[src/rtl/inst_fetch_queue_if.sv]
// Handshake bundle between fetch (push side), the instruction fetch queue and decode (pop side).
// master = the fetch/decode environment, slave = the queue itself.
interface inst_fetch_queue_if #(
    parameter int AW = 16,
    parameter int DW = 16,
    parameter int CW = 3
);
    logic          flush;
    logic          in_valid;
    logic          in_ready;
    logic [AW-1:0] in_pc;
    logic [DW-1:0] in_inst;
    logic          out_valid;
    logic          out_ready;
    logic [AW-1:0] out_pc;
    logic [DW-1:0] out_inst;
    logic [CW-1:0] count;

    modport master (
        output flush, in_valid, in_pc, in_inst, out_ready,
        input  in_ready, out_valid, out_pc, out_inst, count
    );

    modport slave (
        input  flush, in_valid, in_pc, in_inst, out_ready,
        output in_ready, out_valid, out_pc, out_inst, count
    );
endinterface

[src/rtl/inst_fetch_queue.sv]
// Instruction fetch queue: in-order {pc, inst} FIFO between fetch and decode with one-cycle flush.
// Define FETCHQ_BYPASS_EN to add a zero-latency in->out path while the queue is empty.
module inst_fetch_queue #(
    parameter int            DEPTH    = 4,
    parameter int            AW       = 16,
    parameter int            DW       = 16,
    parameter logic [DW-1:0] NOP_INST = '0
) (
    input  logic              clk,
    input  logic              rst,
    inst_fetch_queue_if.slave q
);
    localparam int IW = $clog2(DEPTH);
    localparam int PW = IW + 1;
    localparam logic [PW-1:0] PTR_ONE = PW'(1);

    logic [AW-1:0] pc_mem_q   [DEPTH];
    logic [DW-1:0] inst_mem_q [DEPTH];

    logic [PW-1:0] wr_ptr_q, wr_ptr_d;
    logic [PW-1:0] rd_ptr_q, rd_ptr_d;
    logic [PW-1:0] count_q,  count_d;

    logic [IW-1:0] wr_idx;
    logic [IW-1:0] rd_idx;
    logic          empty;
    logic          full;
    logic          push_en;
    logic          pop_en;
    logic          bypass_hit;

    assign wr_idx = wr_ptr_q[IW-1:0];
    assign rd_idx = rd_ptr_q[IW-1:0];
    assign empty  = (wr_ptr_q == rd_ptr_q);
    assign full   = (wr_idx == rd_idx) && (wr_ptr_q[IW] != rd_ptr_q[IW]);

`ifdef FETCHQ_BYPASS_EN
    assign bypass_hit = empty & q.in_valid & ~q.flush;
`else
    assign bypass_hit = 1'b0;
`endif

    assign q.in_ready = ~full;
    assign q.count    = count_q;

    always_comb begin
        q.out_valid = 1'b0;
        q.out_pc    = '0;
        q.out_inst  = NOP_INST;
        if (!empty) begin
            q.out_valid = 1'b1;
            q.out_pc    = pc_mem_q[rd_idx];
            q.out_inst  = inst_mem_q[rd_idx];
        end else if (bypass_hit) begin
            q.out_valid = 1'b1;
            q.out_pc    = q.in_pc;
            q.out_inst  = q.in_inst;
        end
    end

    // A bypassed word that decode takes immediately is never written into the array.
    always_comb begin
        push_en = q.in_valid & ~full & ~q.flush & ~(bypass_hit & q.out_ready);
        pop_en  = q.out_ready & ~empty & ~q.flush;
    end

    always_comb begin
        wr_ptr_d = wr_ptr_q;
        rd_ptr_d = rd_ptr_q;
        count_d  = count_q;
        if (q.flush) begin
            wr_ptr_d = '0;
            rd_ptr_d = '0;
            count_d  = '0;
        end else begin
            if (push_en) wr_ptr_d = wr_ptr_q + PTR_ONE;
            if (pop_en)  rd_ptr_d = rd_ptr_q + PTR_ONE;
            case ({push_en, pop_en})
                2'b10:   count_d = count_q + PTR_ONE;
                2'b01:   count_d = count_q - PTR_ONE;
                default: count_d = count_q;
            endcase
        end
    end

    always_ff @(posedge clk or posedge rst) begin
        if (rst) begin
            wr_ptr_q <= '0;
            rd_ptr_q <= '0;
            count_q  <= '0;
        end else begin
            wr_ptr_q <= wr_ptr_d;
            rd_ptr_q <= rd_ptr_d;
            count_q  <= count_d;
        end
    end

    // Storage carries no reset; entries are only observable once written.
    always_ff @(posedge clk) begin
        if (push_en) begin
            pc_mem_q[wr_idx]   <= q.in_pc;
            inst_mem_q[wr_idx] <= q.in_inst;
        end
    end

    a_count_range : assert property (@(posedge clk) disable iff (rst)
        count_q <= PW'(DEPTH));
    a_full_count  : assert property (@(posedge clk) disable iff (rst)
        full == (count_q == PW'(DEPTH)));
    a_empty_count : assert property (@(posedge clk) disable iff (rst)
        empty == (count_q == '0));
    a_hold_stable : assert property (@(posedge clk) disable iff (rst)
        (q.out_valid && !q.out_ready && !q.flush) |=>
            (q.out_valid && $stable(q.out_pc) && $stable(q.out_inst)));
endmodule

[src/flat_wrapper.sv]
// flat-port wrapper written by rule: the top's interface ports become plain ports
module inst_fetch_queue_flat 
#(
    parameter int            DEPTH    = 4,
    parameter int            AW       = 16,
    parameter int            DW       = 16,
    parameter logic [DW-1:0] NOP_INST = '0
)
  (clk, rst, q_flush, q_in_valid, q_in_pc, q_in_inst, q_out_ready, q_in_ready, q_out_valid, q_out_pc, q_out_inst, q_count);
  inst_fetch_queue_if #(.AW(AW), .DW(DW), .CW(3)) q_i ();
  input  logic clk;
  input  logic rst;
  input wire logic [$bits(q_i.flush)-1:0] q_flush;
  input wire logic [$bits(q_i.in_valid)-1:0] q_in_valid;
  input wire logic [$bits(q_i.in_pc)-1:0] q_in_pc;
  input wire logic [$bits(q_i.in_inst)-1:0] q_in_inst;
  input wire logic [$bits(q_i.out_ready)-1:0] q_out_ready;
  output wire logic [$bits(q_i.in_ready)-1:0] q_in_ready;
  output wire logic [$bits(q_i.out_valid)-1:0] q_out_valid;
  output wire logic [$bits(q_i.out_pc)-1:0] q_out_pc;
  output wire logic [$bits(q_i.out_inst)-1:0] q_out_inst;
  output wire logic [$bits(q_i.count)-1:0] q_count;
  assign q_i.flush = q_flush;
  assign q_i.in_valid = q_in_valid;
  assign q_i.in_pc = q_in_pc;
  assign q_i.in_inst = q_in_inst;
  assign q_i.out_ready = q_out_ready;
  assign q_in_ready = q_i.in_ready;
  assign q_out_valid = q_i.out_valid;
  assign q_out_pc = q_i.out_pc;
  assign q_out_inst = q_i.out_inst;
  assign q_count = q_i.count;
  inst_fetch_queue #(.DEPTH(DEPTH), .AW(AW), .DW(DW), .NOP_INST(NOP_INST)) u_core (.clk(clk), .rst(rst), .q(q_i));
endmodule
[config.mk]
export PLATFORM = sky130hd
export DESIGN_NAME = inst_fetch_queue_flat
export DESIGN_NICKNAME = d
export VERILOG_FILES = /design/src/rtl/inst_fetch_queue_if.sv /design/src/rtl/inst_fetch_queue.sv /design/src/flat_wrapper.sv
export SDC_FILE = /design/constraint.sdc
export NUM_CORES = 1
export LEC_CHECK = 0
export ABC_AREA = 1
export CORE_MARGIN = 3
export CORE_UTILIZATION = 40
export CTS_CLUSTER_DIAMETER = 120
export CTS_CLUSTER_SIZE = 12
export DETAILED_ROUTE_END_ITERATION = 8
export DONT_BUFFER_PORTS = 1
export GPL_TIMING_DRIVEN = 0
export HOLD_SLACK_MARGIN = 0.12
export PLACE_DENSITY_LB_ADDON = 0.08
export RECOVER_POWER = 100
export SYNTH_ARGS = -nofsm -noshare
export SYNTH_HDL_FRONTEND = slang
export SYNTH_SLANG_ARGS = --single-unit
[constraint.sdc]
create_clock -name clk -period 3.8 [get_ports clk]
set_input_delay 0.76 -clock clk [delete_from_list [all_inputs] [get_ports clk]]
set_output_delay 0.76 -clock clk [all_outputs]
set_load 0.05 [all_outputs]
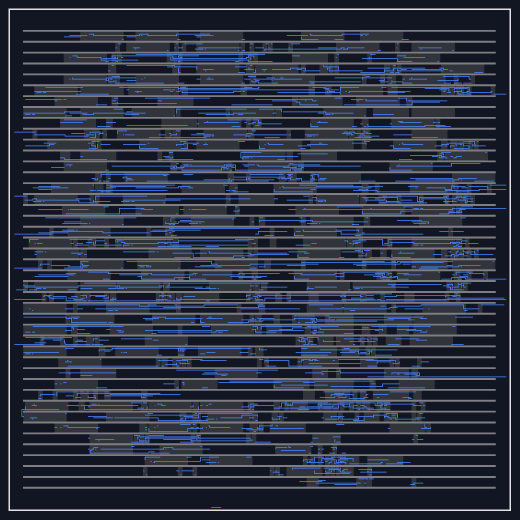
run_1/layer_met1.png
Drawn at 4 px/um. Supply wires on this layer in grey.
The layer holds 45% of the routed length. The longest straight run is 46.0 um.

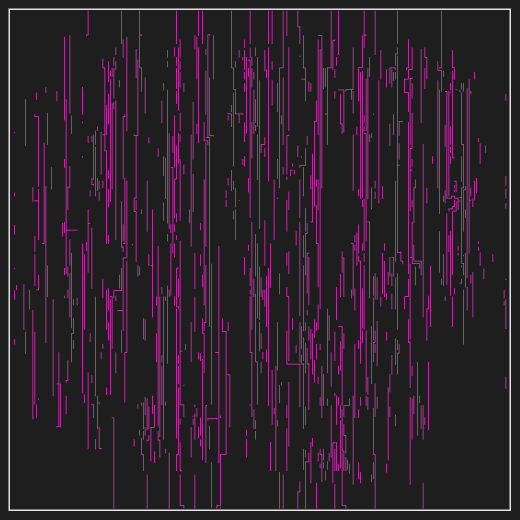
run_1/layer_met2.png
Drawn at 4 px/um.
The layer carries 6,150 um of wire. The layer holds 48% of the routed length.
vias post-DR: 3,424
final wirelength: 12,790 um
GR Layer Usage met2: 27.23%

==> impl_metrics.ini, run 1 <==
; flow metrics
[clock_tree]
clock_path_buffers = 2
cts_tree = yes

[synth]
yosys_area_um2 = 5654
synth_stat.cells = 462
ys_sh_simple_pct = 11.22
topCombFamilyByArea = simple AND/OR/NAND/NOR gates
yosys_warnings = 0
yosysMostFrequentCell = edfxtp_1
aoi_share_pct = 10.16

[setup_path]
crit_cells = 8
r2r_end = u_core.inst_mem_q[1][11]
crit_required_ns = 3.04
cp-end-kind = output pin

[detailed_routing]
vias_per_cell = 5.080
routed-wl-met3_um = 767
dr.first_iter.drc_count = 231
top_layer = met4
dr.pass1.iters = 5
drc = 0

[outcome]
status = completed

[timing]
tightest_slew_ns = 0.8163
finalSetupTns_ns = 0
hold_viol_final = 0
finalSetupViolCount = 0

[global_routing]
grt_max_degree = 27
antenna_found_initial = 0

[pwr]
pg_seq_mw = 1.77
cellPowerDensity_nw_per_um2 = 646.5
netSwitchingFraction_pct = 32.88

[cells_and_area]
seqAreaFraction_pct = 62.68
utilization_pct = 48.06
stdcell_area_um2 = 6491
flops = 137
seq_area_um2 = 4069

[run]
cap_violations = 0

[placement]
post-dp-hpwl_um = 7910
place_area_um2 = 5992
dp_cells = 642

[die]
die_h_um = 124.9
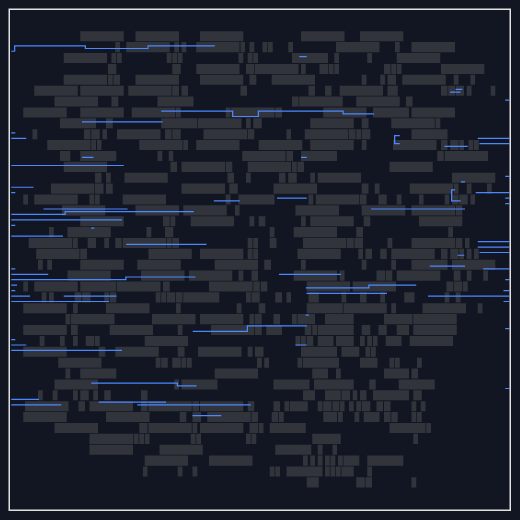
run_1/layer_met3.png
Drawn at 4 px/um.
The layer holds 6.0% of the routed length. The longest straight run is 32.0 um. The wires run mostly horizontal. 50 nets have wire on it.

run_1/layer_met4.png
Drawn at 3 px/um. Supply wires on this layer in grey.
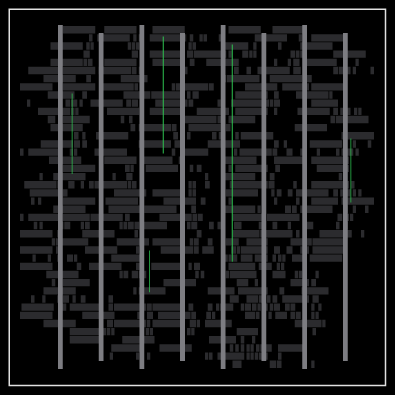

## Run 2: what changed since run 1
--- a/config.mk
+++ b/config.mk
@@ -16,6 +16,7 @@
 export HOLD_SLACK_MARGIN = 0.12
 export PLACE_DENSITY_LB_ADDON = 0.08
 export RECOVER_POWER = 100
+export SLEW_MARGIN = 30
 export SYNTH_ARGS = -nofsm -noshare
 export SYNTH_HDL_FRONTEND = slang
 export SYNTH_SLANG_ARGS = --single-unit
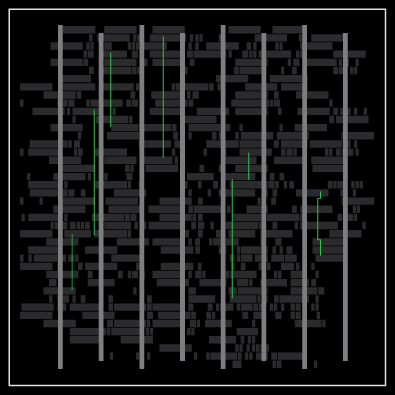
run_2/layer_met4.png
Drawn at 3 px/um. Supply wires on this layer in grey.
3 nets have wire on it. The longest straight run is 41.5 um. The layer carries 196 um of wire. The layer holds 1.5% of the routed length.

==> run 2 against run 1 <==
Compared with the run above:
- largest power group unchanged
- highest routed layer unchanged
- register-to-register slack got worse by 0.06 ns
- critical path type is now reg2reg
- synthesized cell count unchanged
- critical endpoint is now u_core.inst_mem_q[2][7]
- global-route usage rose by 0.077 points
- cell area rose by 0.91%
- fmax rose by 1.4%
==> impl_metrics.ini, run 2 <==
; flow metrics
[outcome]
status = completed

[synth]
synth_stat.cells = 462
yosys_area_um2 = 5654
aoi_share_pct = 10.16
yosys_warnings = 0
topCombFamilyByArea = simple AND/OR/NAND/NOR gates
syn_area_um2 = 5654
yosysMostFrequentCell = edfxtp_1

[pwr]
p_seq_share_pct = 42.1
pg_seq_mw = 1.76
cellLeakagePower_nw = 2.474
cellPowerDensity_nw_per_um2 = 640.7
netSwitchingFraction_pct = 32.97

[timing]
finalSetupTns_ns = 0
tightest_slew_ns = 0.8653
finalSetupViolCount = 0
hold_viol_final = 0

[setup_path]
crit_type = reg2reg
r2r_end = u_core.inst_mem_q[2][7]
crit_cells = 7
crit_required_ns = 3.92
cp-end-kind = register

[cells_and_area]
stdcell_area_um2 = 6550
flops = 137
comb_area_um2 = 1285
lay_top_cells = 128 x edfxtp_1, 65 x nor2_1, 59 x nand2_1, 58 x o21ai_0, 43 x inv_1
seqAreaFraction_pct = 62.12
seq_area_um2 = 4069

[placement]
dp_cells = 643
post-dp-hpwl_um = 8037
place_area_um2 = 6035

[run]
cap_violations = 0

[clock_tree]
clock_path_buffers = 2
cts_tree = yes
postCtsSetupBuffers = 0

[detailed_routing]
dr.pass1.iters = 4
top_layer = met4
drc = 0
routed-wl-met3_um = 742
vias_per_cell = 5.150
dr.first_iter.drc_count = 284

[die]
die_h_um = 124.9
die_x_um = 124.9

[global_routing]
antenna_found_initial = 0
grt_max_degree = 21
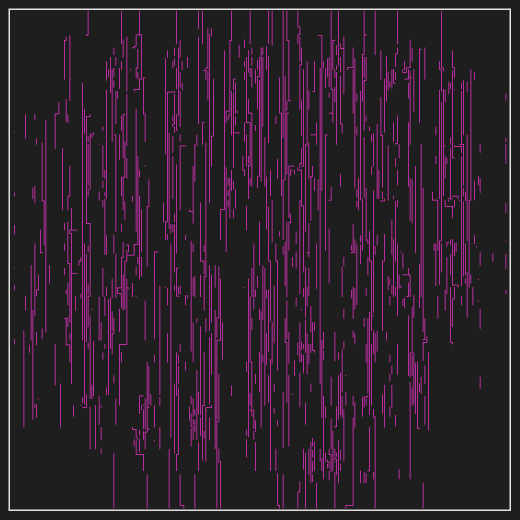
run_2/layer_met2.png
Drawn at 4 px/um.
vias post-DR: 3,476
final wirelength: 12,920 um
GR Layer Usage met2: 27.83%

run_2/layer_met3.png
Drawn at 4 px/um.
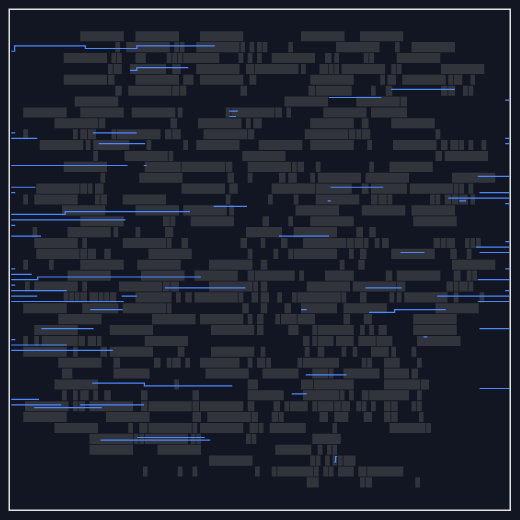

## Run 3: what changed since run 2
==> constraint.sdc (replaced) <==
create_clock -name clk -period 2.9 [get_ports clk]
set_input_delay 0.58 -clock clk [delete_from_list [all_inputs] [get_ports clk]]
set_output_delay 0.58 -clock clk [all_outputs]
set_load 0.05 [all_outputs]
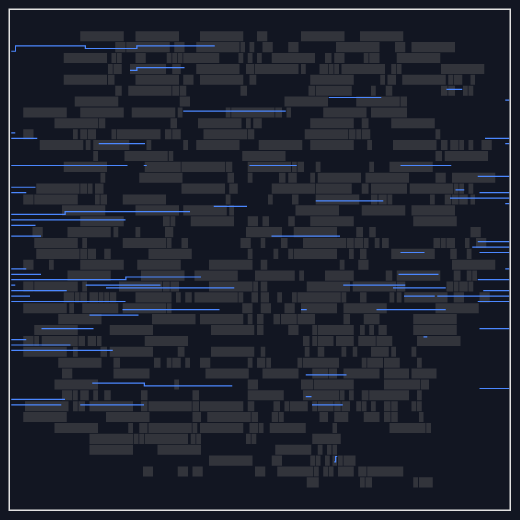
run_3/layer_met3.png
Drawn at 4 px/um.
55 nets have wire on it. The layer carries 847 um of wire.

==> run 3 against run 2 <==
Compared with the run above:
- sequential share of layout area down 1.4 points
- cell area rose by 2.2%
- combinational power grew 43%
- power grew 34%
- synthesized area unchanged
- via count rose by 0.86%
- global-route usage about the same
- largest power group unchanged
- synthesized cell count stayed put
- critical path depth rose by 1
- register-to-register slack worse by 0.21 ns
- highest routed layer unchanged
- cell count grew 0.15%
==> impl_metrics.ini, run 3 <==
; flow metrics
[placement]
post-dp-hpwl_um = 8037
dp_cells = 643
place_area_um2 = 6035
port_buffers = 0

[cells_and_area]
stdcell_area_um2 = 6696
seqAreaFraction_pct = 60.76
lay_top_cells = 128 x edfxtp_1, 65 x nor2_1, 59 x o21ai_0, 57 x nand2_1, 33 x clkinvlp_4
flops = 137
comb_cells = 255
comb_area_um2 = 1318
utilization_pct = 49.58

[min_path]
hold_end = u_core.pc_mem_q[2][1]

[detailed_routing]
vias_per_cell = 5.186
dr.pass1.iters = 4
routed-wl-met3_um = 846
dr.first_iter.drc_count = 268
drc = 0

[global_routing]
antenna_found_initial = 0
busiest_layer = met2
met2_usage_pct = 27.77

[clock_tree]
cts_buffers = 17
clock_path_buffers = 2
cts_tree = yes
postCtsSetupBuffers = 0
cts_resized = 23

[pwr]
cellPowerDensity_nw_per_um2 = 837.2
netSwitchingFraction_pct = 33.45
pg_seq_mw = 2.31

[setup_path]
crit_cells = 8
crit_required_ns = 2.32
crit_type = reg2out
cp-end-kind = output pin

[synth]
yosys_warnings = 0
yosys_area_um2 = 5654
syn_area_um2 = 5654
aoi_share_pct = 10.16
ys_sh_simple_pct = 11.22
synth_stat.cells = 462

[timing]
finalSetupTns_ns = 0
finalSetupViolCount = 0
tightest_slew_ns = 0.6541
hold_viol_final = 0

[outcome]
status = completed

[run]
tool_warnings = 29
cap_violations = 0

[die]
die_h_um = 124.9
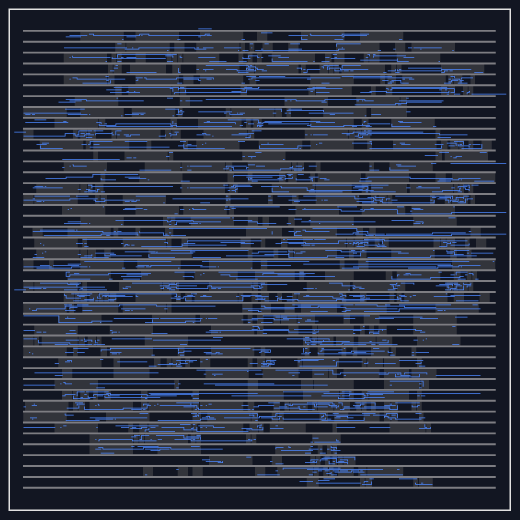
run_3/layer_met1.png
Drawn at 4 px/um. Supply wires on this layer in grey.
vias post-DR: 3,506
met1 Usage GRT: 21.50%
final wirelength: 12,980 um

No activity file was given, so power comes from the tool's default toggle rates.
